==> config.mk <==
export PLATFORM = sky130hd
export DESIGN_NAME = output_argmax_flat
export DESIGN_NICKNAME = d
export VERILOG_FILES = /design/src/rtl/output_argmax_pkg.sv /design/src/rtl/output_argmax_if.sv /design/src/rtl/output_argmax_cmp.sv /design/src/rtl/output_argmax.sv /design/src/flat_wrapper.sv
export SDC_FILE = /design/constraint.sdc
export NUM_CORES = 1
export LEC_CHECK = 0
export CAP_MARGIN = 0
export CORE_ASPECT_RATIO = 1.5
export CORE_MARGIN = 1
export CORE_UTILIZATION = 40
export CTS_CLUSTER_DIAMETER = 30
export DETAILED_ROUTE_END_ITERATION = 6
export GPL_ROUTABILITY_DRIVEN = 0
export HOLD_SLACK_MARGIN = 0.12
export PLACE_DENSITY = 0.78
export SLEW_MARGIN = 15
export SYNTH_ARGS = -nofsm -noshare
export SYNTH_HDL_FRONTEND = slang
export SYNTH_SLANG_ARGS = --single-unit
==> constraint.sdc <==
create_clock -name clk -period 6.61 [get_ports clk]
set_input_delay 1.983 -clock clk [delete_from_list [all_inputs] [get_ports clk]]
set_output_delay 1.983 -clock clk [all_outputs]
set_load 0.005 [all_outputs]
==> src/rtl/output_argmax_pkg.sv <==
// Shared types and helpers for the output_argmax classifier stage.
// Optional feature macro: ARGMAX_SCORE_OUT_EN (exports the winning score).
package output_argmax_pkg;

  localparam int AM_STAT_W = 4;

  // Default score width; the design parameter DATA_W carries the real value.
  localparam int SCORE_W = 16;

  // One-hot scan states, observable on the top-level state port.
  typedef enum logic [AM_STAT_W-1:0] {
    AM_IDLE  = 4'b0001,
    AM_READ  = 4'b0010,
    AM_DRAIN = 4'b0100,
    AM_DONE  = 4'b1000
  } am_state_e;

  // Byte address of score word idx (one 32-bit word per score).
  function automatic logic [31:0] score_addr(input logic [31:0] base,
                                             input logic [31:0] idx);
    return base + (idx << 2);
  endfunction

endpackage

==> src/rtl/output_argmax_if.sv <==
// Host/RAM-facing bundle of output_argmax.
// Optional feature macro: ARGMAX_SCORE_OUT_EN adds res_score and DATA_W.
//
// Result handshake: res_valid rises with res_idx/res_score already stable and
// stays high, with those values unchanged, until a cycle where res_ready is
// also high; that cycle is the transfer. res_ready is ignored while res_valid
// is low. start is a one-cycle request honoured only while the block is idle.
interface output_argmax_if #(
  parameter int IDX_W = 4
`ifdef ARGMAX_SCORE_OUT_EN
  , parameter int DATA_W = 16
`endif
);

  logic             start;
  logic             busy;
  logic [31:0]      rd_addr;
  logic             rd_en;
  logic [3:0]       rd_we;
  logic [31:0]      rd_dout;
  logic             res_valid;
  logic             res_ready;
  logic [IDX_W-1:0] res_idx;
`ifdef ARGMAX_SCORE_OUT_EN
  logic [DATA_W-1:0] res_score;
`endif

`ifdef ARGMAX_SCORE_OUT_EN
  modport master (
    output start, rd_dout, res_ready,
    input  busy, rd_addr, rd_en, rd_we, res_valid, res_idx, res_score
  );
  modport slave (
    input  start, rd_dout, res_ready,
    output busy, rd_addr, rd_en, rd_we, res_valid, res_idx, res_score
  );
`else
  modport master (
    output start, rd_dout, res_ready,
    input  busy, rd_addr, rd_en, rd_we, res_valid, res_idx
  );
  modport slave (
    input  start, rd_dout, res_ready,
    output busy, rd_addr, rd_en, rd_we, res_valid, res_idx
  );
`endif

endinterface

==> src/rtl/output_argmax_cmp.sv <==
// Registered signed running-maximum tracker with its class index.
// load takes the word unconditionally (first score); update replaces the
// held maximum only on a strictly greater score, so ties keep the lower index.
module output_argmax_cmp #(
  parameter int DATA_W = 16,
  parameter int IDX_W  = 4
) (
  input  logic                     clk,
  input  logic                     rst_n,
  input  logic                     load,
  input  logic                     update,
  input  logic signed [DATA_W-1:0] score,
  input  logic        [IDX_W-1:0]  idx,
  output logic signed [DATA_W-1:0] max_score,
  output logic        [IDX_W-1:0]  max_idx
);

  // Track the maximum score and where it was found.
  always_ff @(posedge clk or negedge rst_n) begin
    if (!rst_n) begin
      max_score <= '0;
      max_idx   <= '0;
    end else if (load) begin
      max_score <= score;
      max_idx   <= idx;
    end else if (update && (score > max_score)) begin
      max_score <= score;
      max_idx   <= idx;
    end
  end

endmodule

==> src/rtl/output_argmax.sv <==
// Post-inference argmax: reads N_CLASS signed scores from output RAM through
// its read-only port and reports the index of the largest one.
// Optional feature macro: ARGMAX_SCORE_OUT_EN also exports the winning score
// (the interface's DATA_W must then match this module's DATA_W).
module output_argmax
  import output_argmax_pkg::*;
#(
  parameter int          N_CLASS   = 10,
  parameter logic [31:0] BASE_ADDR = 32'h0,
  parameter int          DATA_W    = 16,
  parameter int          IDX_W     = 4
) (
  input  logic      clk,
  input  logic      rst_n,
  output_argmax_if.slave bus,
  output am_state_e state
);

  localparam logic [IDX_W-1:0] LAST_IDX = IDX_W'(N_CLASS - 1);

  am_state_e        state_q, state_d;
  logic [IDX_W-1:0] rd_idx;
  logic             rd_en;
  logic             cmp_en;
  logic             cmp_first;
  logic [IDX_W-1:0] cmp_idx;
  logic signed [DATA_W-1:0] max_score;
  logic        [IDX_W-1:0]  max_idx;
  logic             rd_dout_unused;

  assign state = state_q;

  // State register.
  always_ff @(posedge clk or negedge rst_n) begin
    if (!rst_n) state_q <= AM_IDLE;
    else        state_q <= state_d;
  end

  // Next-state logic: one pass of reads, one cycle to absorb the last word.
  always_comb begin
    state_d = state_q;
    case (state_q)
      AM_IDLE:  if (bus.start)          state_d = AM_READ;
      AM_READ:  if (rd_idx == LAST_IDX) state_d = AM_DRAIN;
      AM_DRAIN:                         state_d = AM_DONE;
      AM_DONE:  if (bus.res_ready)      state_d = AM_IDLE;
      default:                          state_d = AM_IDLE;
    endcase
  end

  assign rd_en         = (state_q == AM_READ);
  assign bus.rd_en     = rd_en;
  assign bus.rd_we     = 4'b0000;
  assign bus.rd_addr   = rd_en ? score_addr(BASE_ADDR, 32'(rd_idx)) : 32'h0;
  assign bus.busy      = (state_q == AM_READ) || (state_q == AM_DRAIN);
  assign bus.res_valid = (state_q == AM_DONE);
  assign bus.res_idx   = max_idx;

  // Read index: cleared on an accepted start, saturates at the last class.
  always_ff @(posedge clk or negedge rst_n) begin
    if (!rst_n) begin
      rd_idx <= '0;
    end else if ((state_q == AM_IDLE) && bus.start) begin
      rd_idx <= '0;
    end else if ((state_q == AM_READ) && (rd_idx != LAST_IDX)) begin
      rd_idx <= rd_idx + 1'b1;
    end
  end

  // Delay the read strobe and index by the RAM latency so they line up with rd_dout.
  always_ff @(posedge clk or negedge rst_n) begin
    if (!rst_n) begin
      cmp_en    <= 1'b0;
      cmp_first <= 1'b0;
      cmp_idx   <= '0;
    end else begin
      cmp_en    <= rd_en;
      cmp_first <= rd_en && (rd_idx == '0);
      cmp_idx   <= rd_idx;
    end
  end

  output_argmax_cmp #(
    .DATA_W (DATA_W),
    .IDX_W  (IDX_W)
  ) u_cmp (
    .clk       (clk),
    .rst_n     (rst_n),
    .load      (cmp_en && cmp_first),
    .update    (cmp_en && !cmp_first),
    .score     (bus.rd_dout[DATA_W-1:0]),
    .idx       (cmp_idx),
    .max_score (max_score),
    .max_idx   (max_idx)
  );

  // Only the low DATA_W bits of a RAM word hold the score.
  assign rd_dout_unused = ^bus.rd_dout[31:DATA_W];

`ifdef ARGMAX_SCORE_OUT_EN
  assign bus.res_score = max_score;
`else
  logic score_unused;
  assign score_unused = ^max_score;
`endif

endmodule

==> src/flat_wrapper.sv <==
// flat-port wrapper written by rule: the top's interface ports become plain ports
module output_argmax_flat import output_argmax_pkg::*;
#(
  parameter int          N_CLASS   = 10,
  parameter logic [31:0] BASE_ADDR = 32'h0,
  parameter int          DATA_W    = 16,
  parameter int          IDX_W     = 4
)
  (clk, rst_n, state, bus_start, bus_rd_dout, bus_res_ready, bus_busy, bus_rd_addr, bus_rd_en, bus_rd_we, bus_res_valid, bus_res_idx);
  output_argmax_if #(.IDX_W(IDX_W)) bus_i ();
  input  logic clk;
  input  logic rst_n;
  output am_state_e state;
  input wire logic [$bits(bus_i.start)-1:0] bus_start;
  input wire logic [$bits(bus_i.rd_dout)-1:0] bus_rd_dout;
  input wire logic [$bits(bus_i.res_ready)-1:0] bus_res_ready;
  output wire logic [$bits(bus_i.busy)-1:0] bus_busy;
  output wire logic [$bits(bus_i.rd_addr)-1:0] bus_rd_addr;
  output wire logic [$bits(bus_i.rd_en)-1:0] bus_rd_en;
  output wire logic [$bits(bus_i.rd_we)-1:0] bus_rd_we;
  output wire logic [$bits(bus_i.res_valid)-1:0] bus_res_valid;
  output wire logic [$bits(bus_i.res_idx)-1:0] bus_res_idx;
  assign bus_i.start = bus_start;
  assign bus_i.rd_dout = bus_rd_dout;
  assign bus_i.res_ready = bus_res_ready;
  assign bus_busy = bus_i.busy;
  assign bus_rd_addr = bus_i.rd_addr;
  assign bus_rd_en = bus_i.rd_en;
  assign bus_rd_we = bus_i.rd_we;
  assign bus_res_valid = bus_i.res_valid;
  assign bus_res_idx = bus_i.res_idx;
  output_argmax #(.N_CLASS(N_CLASS), .BASE_ADDR(BASE_ADDR), .DATA_W(DATA_W), .IDX_W(IDX_W)) u_core (.clk(clk), .rst_n(rst_n), .bus(bus_i), .state(state));
endmodule
**Run 1: PDN straps and rails**

Scale bar: 20 um. Pins as bars on the die edge.
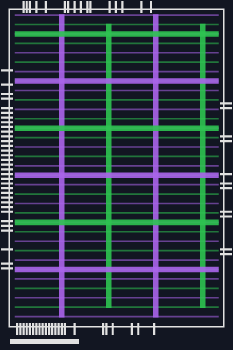
Key: purple = VSS; green = VDD
The core has 32 rows. 33 met1 rails follow the rows. 6 straps on met5. 83 signal pins sit on the boundary. 4 straps on met4.
die width: 61.5 um
Core ar.: 5120 sq um
die span in y: 91.2 um
maximum vdd drop: 0.000180 V

**Run 1: placed cells, one colour a class**

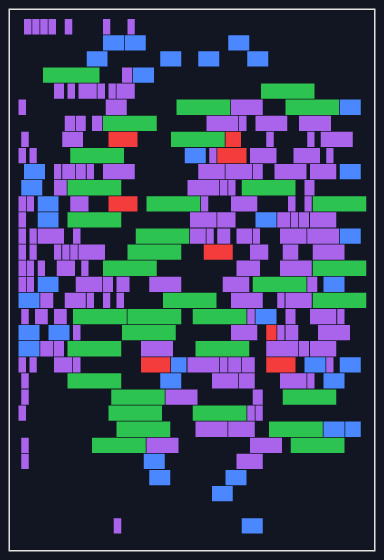
Key: green = registers [cells 34, share of their area 35%]; red = clock drivers and dummy loads [cells 8, share of their area 3.9%]; purple = remaining logic cells [cells 153, share of their area 46%]; blue = remaining buffers and delay cells [cells 36, share of their area 15%]
Site Rows: 32
final core occ: 48.9%
post-route cell area: 2510 sq um
fraction of area in registers: 34.0%

**Run 1: clock network drawn from the DEF**

Scale bar: 20 um.
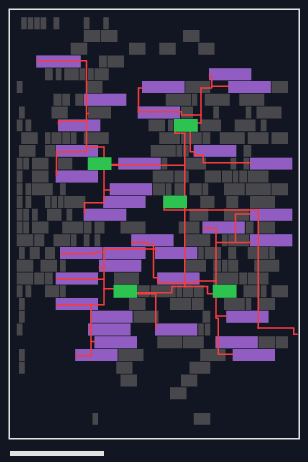
Key: green = clock-net drivers [count 5]; red = clock wires [length 447 um]; purple = flip-flops [count 34]
There are 6 routed clock nets.
Worst Skew: 0.00651 ns
clk pwr: 160 uW
clock power share: 17.9%
Insertion Delay late pin: 0.29 ns

==> impl_metrics.csv, run 1 <==
group,metric,value,unit
status,outcome,"complete, but fails checks",
status,violations,"design-rule violations",
finish,layout_top_cell,"clkdlybuf4s50_1",
route,wl_met3,226,um
synth,ys_sh_xor,1.65,%
final_timing,drv_slew,0,
critical_path,crit_path_max_fanout,13,
clock_network,cts_root_buffer,"clkbuf_8",
placed_design,place.detailed.hpwl,2.57,mm
min_path,hold_path_end,"u_core.cmp_idx[2]$_DFF_PN0_",
pwr,power.group.top,"combinational logic",
clock_network,hold_buffers,0,
grt,met2_usage,23.6,%
critical_path,r2r_slack,3.91,ns
finish,lay_top_cells,"clkdlybuf4s50_1 (34), dfrtp_1 (33), conb_1 (32)",
clock_network,post_cts_buffers,0,
critical_path,critical_path_class,"primary input to flip-flop",
critical_path,rr_worst_depth,8,
finish,ff_count,34,
pwr,net-switching-power,292,uW
min_path,hold_class,"flip-flop to flip-flop",
clock_network,cts.clk_slew.worst_paths,0.07,ns
route,drc,1,
grt,grt_pass1_wl,5.79,mm
synth,synthArstFlopShare,100,%
finish,dominant_cells,"combinational gates",
critical_path,r2r-start,"u_core.u_cmp.max_score[1]$_DFFE_PN0P_",
finish,comb_area_share,41.7,%
pwr,power,891,uW
synth,adder_share,11.2,%
finish,inverters,20,
finish,diodes,0,
synth,ys.flop_type,"dfrtp_1",
pwr,power_density,355,nW/um^2
synth,aoi_share,5.83,%
flow_run,max_cap_violations,0,
placed_design,portBuffers,34,
grt,use_met1,15.8,%
pwr,switching_share,32.8,%
synth,yosys-stat-area,2120,sq um
final_timing,hold_viol,0,
route,avgRoutedWirePerCell,11.7,um
route,vias_per_cell,4.55,
clock_network,tritoncts,"yes",
synth,ys.flops,34,
floorplan,tap_cells,68,
route,wl,3.51,mm
synth,synthesis.area,2120,sq um
route,ant_nets,0,
clock_network,htree_levels,2,
pwr,leakagePower,0.00120,uW
final_timing,period_used_share,67.6,%
synth,synth_area_per_cell,11.0,sq um
synth,syn_inst,193,
route,vias,1361,
final_timing,setup_ws,2.14,ns
synth,yosysTopAreaCell,"dfrtp_1",
route,wl_met1,1.42,mm
grt,grt_max_degree,35,
finish,drive_gt1_share,14.7,%
grt,gr-max-usage-layer,"met2",
synth,top_cells_by_count,"dfrtp_1 (33), buf_4 (32), inv_1 (20), mux2_4 (20), ha_1 (19)",
grt,grt_overflow,0,
final_timing,fmax,224,MHz
synth,mux_share,15.6,%
grt,grt_use_met3,3.99,%
grt,grtUsageTotal,13.9,%
clock_network,clock-sinks,34,
clock_network,numCtsBuffers,5,
pwr,p_seq,353,uW
final_timing,relSlewSlack,56.3,%
grt,grt_pass1_vias,1287,
clock_network,cts_buffer_depth,2,
**Run 1: clock nets**

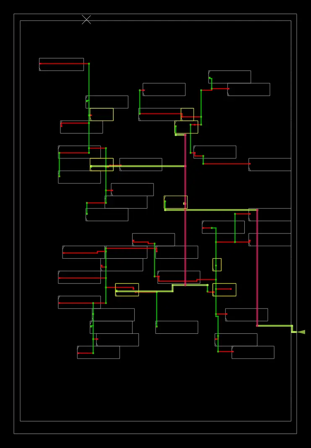

==> inputs of run 2 (changes only) <==
--- a/config.mk
+++ b/config.mk
@@ -13,7 +13,7 @@
 export DETAILED_ROUTE_END_ITERATION = 6
 export GPL_ROUTABILITY_DRIVEN = 0
 export HOLD_SLACK_MARGIN = 0.12
-export PLACE_DENSITY = 0.78
+export PLACE_DENSITY = 0.81
 export SLEW_MARGIN = 15
 export SYNTH_ARGS = -nofsm -noshare
 export SYNTH_HDL_FRONTEND = slang
==> constraint.sdc (replaced) <==
create_clock -name clk -period 3.7 [get_ports clk]
set_input_delay 1.11 -clock clk [delete_from_list [all_inputs] [get_ports clk]]
set_output_delay 1.11 -clock clk [all_outputs]
set_load 0.005 [all_outputs]
**Run 2: clock nets**

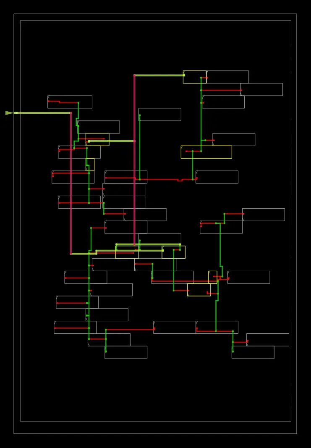
Worst Skew: 0.00636 ns
seq_cells: 34
TritonCTS Buffers: 5
Insertion Delay late pin: 0.28 ns

==> impl_metrics.csv, run 2 <==
group,metric,value,unit
status,outcome,"finished clean",
grt,grt_pass1_vias,1375,
critical_path,rr_worst_depth,8,
synth,synth_area_per_cell,11.0,sq um
critical_path,r2r-start,"u_core.u_cmp.max_score[15]$_DFFE_PN0P_",
finish,fin_util,49.9,%
finish,final_cell_area,2560,sq um
final_timing,drv_slew,0,
grt,gr-max-usage-layer,"met2",
finish,dominant_cells,"combinational gates",
pwr,net-switching-power,530,uW
synth,mux_share,15.6,%
route,ant_nets,0,
pwr,p_seq,631,uW
pwr,power,1660,uW
critical_path,critical_path_class,"primary input to flip-flop",
floorplan,core_area,5120,sq um
grt,grt_use_met3,4.42,%
synth,yosysTopAreaCell,"dfrtp_1",
pwr,leakagePower,0.00123,uW
floorplan,die_w,61.5,um
synth,synthArstFlopShare,100,%
grt,grt_pass1_wl,6.03,mm
pwr,max-vdd-ir-drop,0.000308,V
finish,seq_area_share,33.3,%
final_timing,relSlewSlack,64.2,%
synth,adder_share,11.2,%
route,wl_met1,1.52,mm
pwr,p_clk,332,uW
floorplan,die_y,91.2,um
clock_network,htree_levels,2,
synth,synthesis.area,2120,sq um
floorplan,num_rows,32,
route,wl,3.64,mm
synth,aoi_share,5.83,%
clock_network,post_cts_buffers,0,
finish,layout_top_cell,"clkdlybuf4s50_1",
floorplan,tap_cells,68,
synth,yosys-stat-area,2120,sq um
grt,use_met1,17.2,%
final_timing,hold_viol,0,
finish,diodes,0,
grt,grt_overflow,0,
route,vias,1382,
synth,ys.flops,34,
critical_path,crit_path_max_fanout,5,
clock_network,clock-sinks,34,
route,avgRoutedWirePerCell,12.0,um
synth,ys_sh_xor,1.65,%
critical_path,r2r_slack,1.30,ns
route,vias_per_cell,4.58,
placed_design,portBuffers,34,
finish,lay_top_cells,"clkdlybuf4s50_1 (34), dfrtp_1 (33), conb_1 (32)",
pwr,power_density,651,nW/um^2
grt,grtUsageTotal,14.6,%
placed_design,place.detailed.hpwl,2.61,mm
clock_network,tritoncts,"yes",
final_timing,period_used_share,89.0,%
clock_network,cts.clk_slew.worst_paths,0.07,ns
min_path,hold_class,"flip-flop to flip-flop",
pwr,power.group.top,"combinational logic",
final_timing,setup_ws,0.405,ns
**Run 2: placed cells, one colour a class**

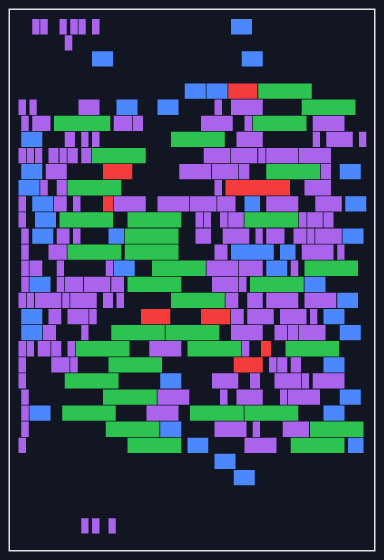

==> inputs of run 3 (changes only) <==
--- a/config.mk
+++ b/config.mk
@@ -13,7 +13,7 @@
 export DETAILED_ROUTE_END_ITERATION = 6
 export GPL_ROUTABILITY_DRIVEN = 0
 export HOLD_SLACK_MARGIN = 0.12
-export PLACE_DENSITY = 0.81
+export PLACE_DENSITY = 0.82
 export SLEW_MARGIN = 15
 export SYNTH_ARGS = -nofsm -noshare
 export SYNTH_HDL_FRONTEND = slang
**Run 3: placed cells, one colour a class**

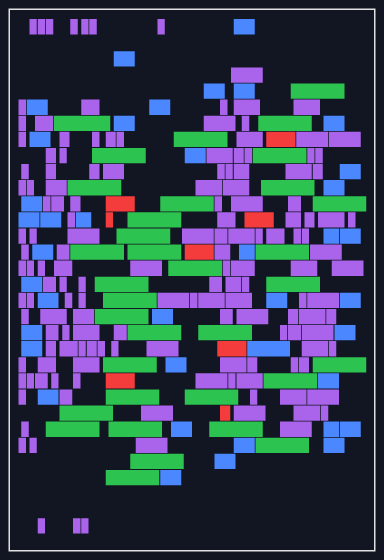
Key: blue = remaining buffers and delay cells [cells 39, share of their area 16%]; green = registers [cells 34, share of their area 35%]; red = clock drivers and dummy loads [cells 8, share of their area 3.7%]; purple = remaining logic cells [cells 153, share of their area 46%]
post-route cell area: 2540 sq um
fraction of area in registers: 33.6%
final core occ: 49.5%

==> impl_metrics.csv, run 3 <==
group,metric,value,unit
floorplan,die_y,91.2,um
grt,grt_use_met3,5.13,%
finish,layout_top_cell,"clkdlybuf4s50_1",
pwr,max-vdd-ir-drop,0.000296,V
grt,grt_pass1_wl,6.15,mm
final_timing,setup_ws,0.341,ns
finish,comb_area_share,41.2,%
grt,grt_max_degree,35,
synth,synthesis.area,2120,sq um
finish,diodes,0,
pwr,power,1610,uW
synth,ys.flops,34,
grt,use_met1,15.7,%
clock_network,htree_levels,2,
synth,synthArstFlopShare,100,%
clock_network,cts_root_buffer,"clkbuf_8",
critical_path,r2r_slack,1.24,ns
route,ant_nets,0,
route,wl_met1,1.45,mm
final_timing,hold_viol,0,
clock_network,cts_buffer_depth,2,
final_timing,clock_skew,0.00655,ns
pwr,p_clk,278,uW
synth,syn_inst,193,
status,outcome,"finished clean",
route,avgRoutedWirePerCell,12.0,um
min_path,hold_path_end,"u_core.cmp_idx[3]$_DFF_PN0_",
grt,met2_usage,25.4,%
synth,ys_sh_xor,1.65,%
placed_design,place.detailed.hpwl,2.74,mm
floorplan,tap_cells,68,
finish,inverters,20,
floorplan,num_rows,32,
pwr,power_density,633,nW/um^2
route,wl,3.64,mm
clock_network,post_cts_buffers,0,
floorplan,die_w,61.5,um
pwr,power.group.top,"combinational logic",
placed_design,portBuffers,34,
Power figures rest on the tool's default switching activity, not on a simulated workload.
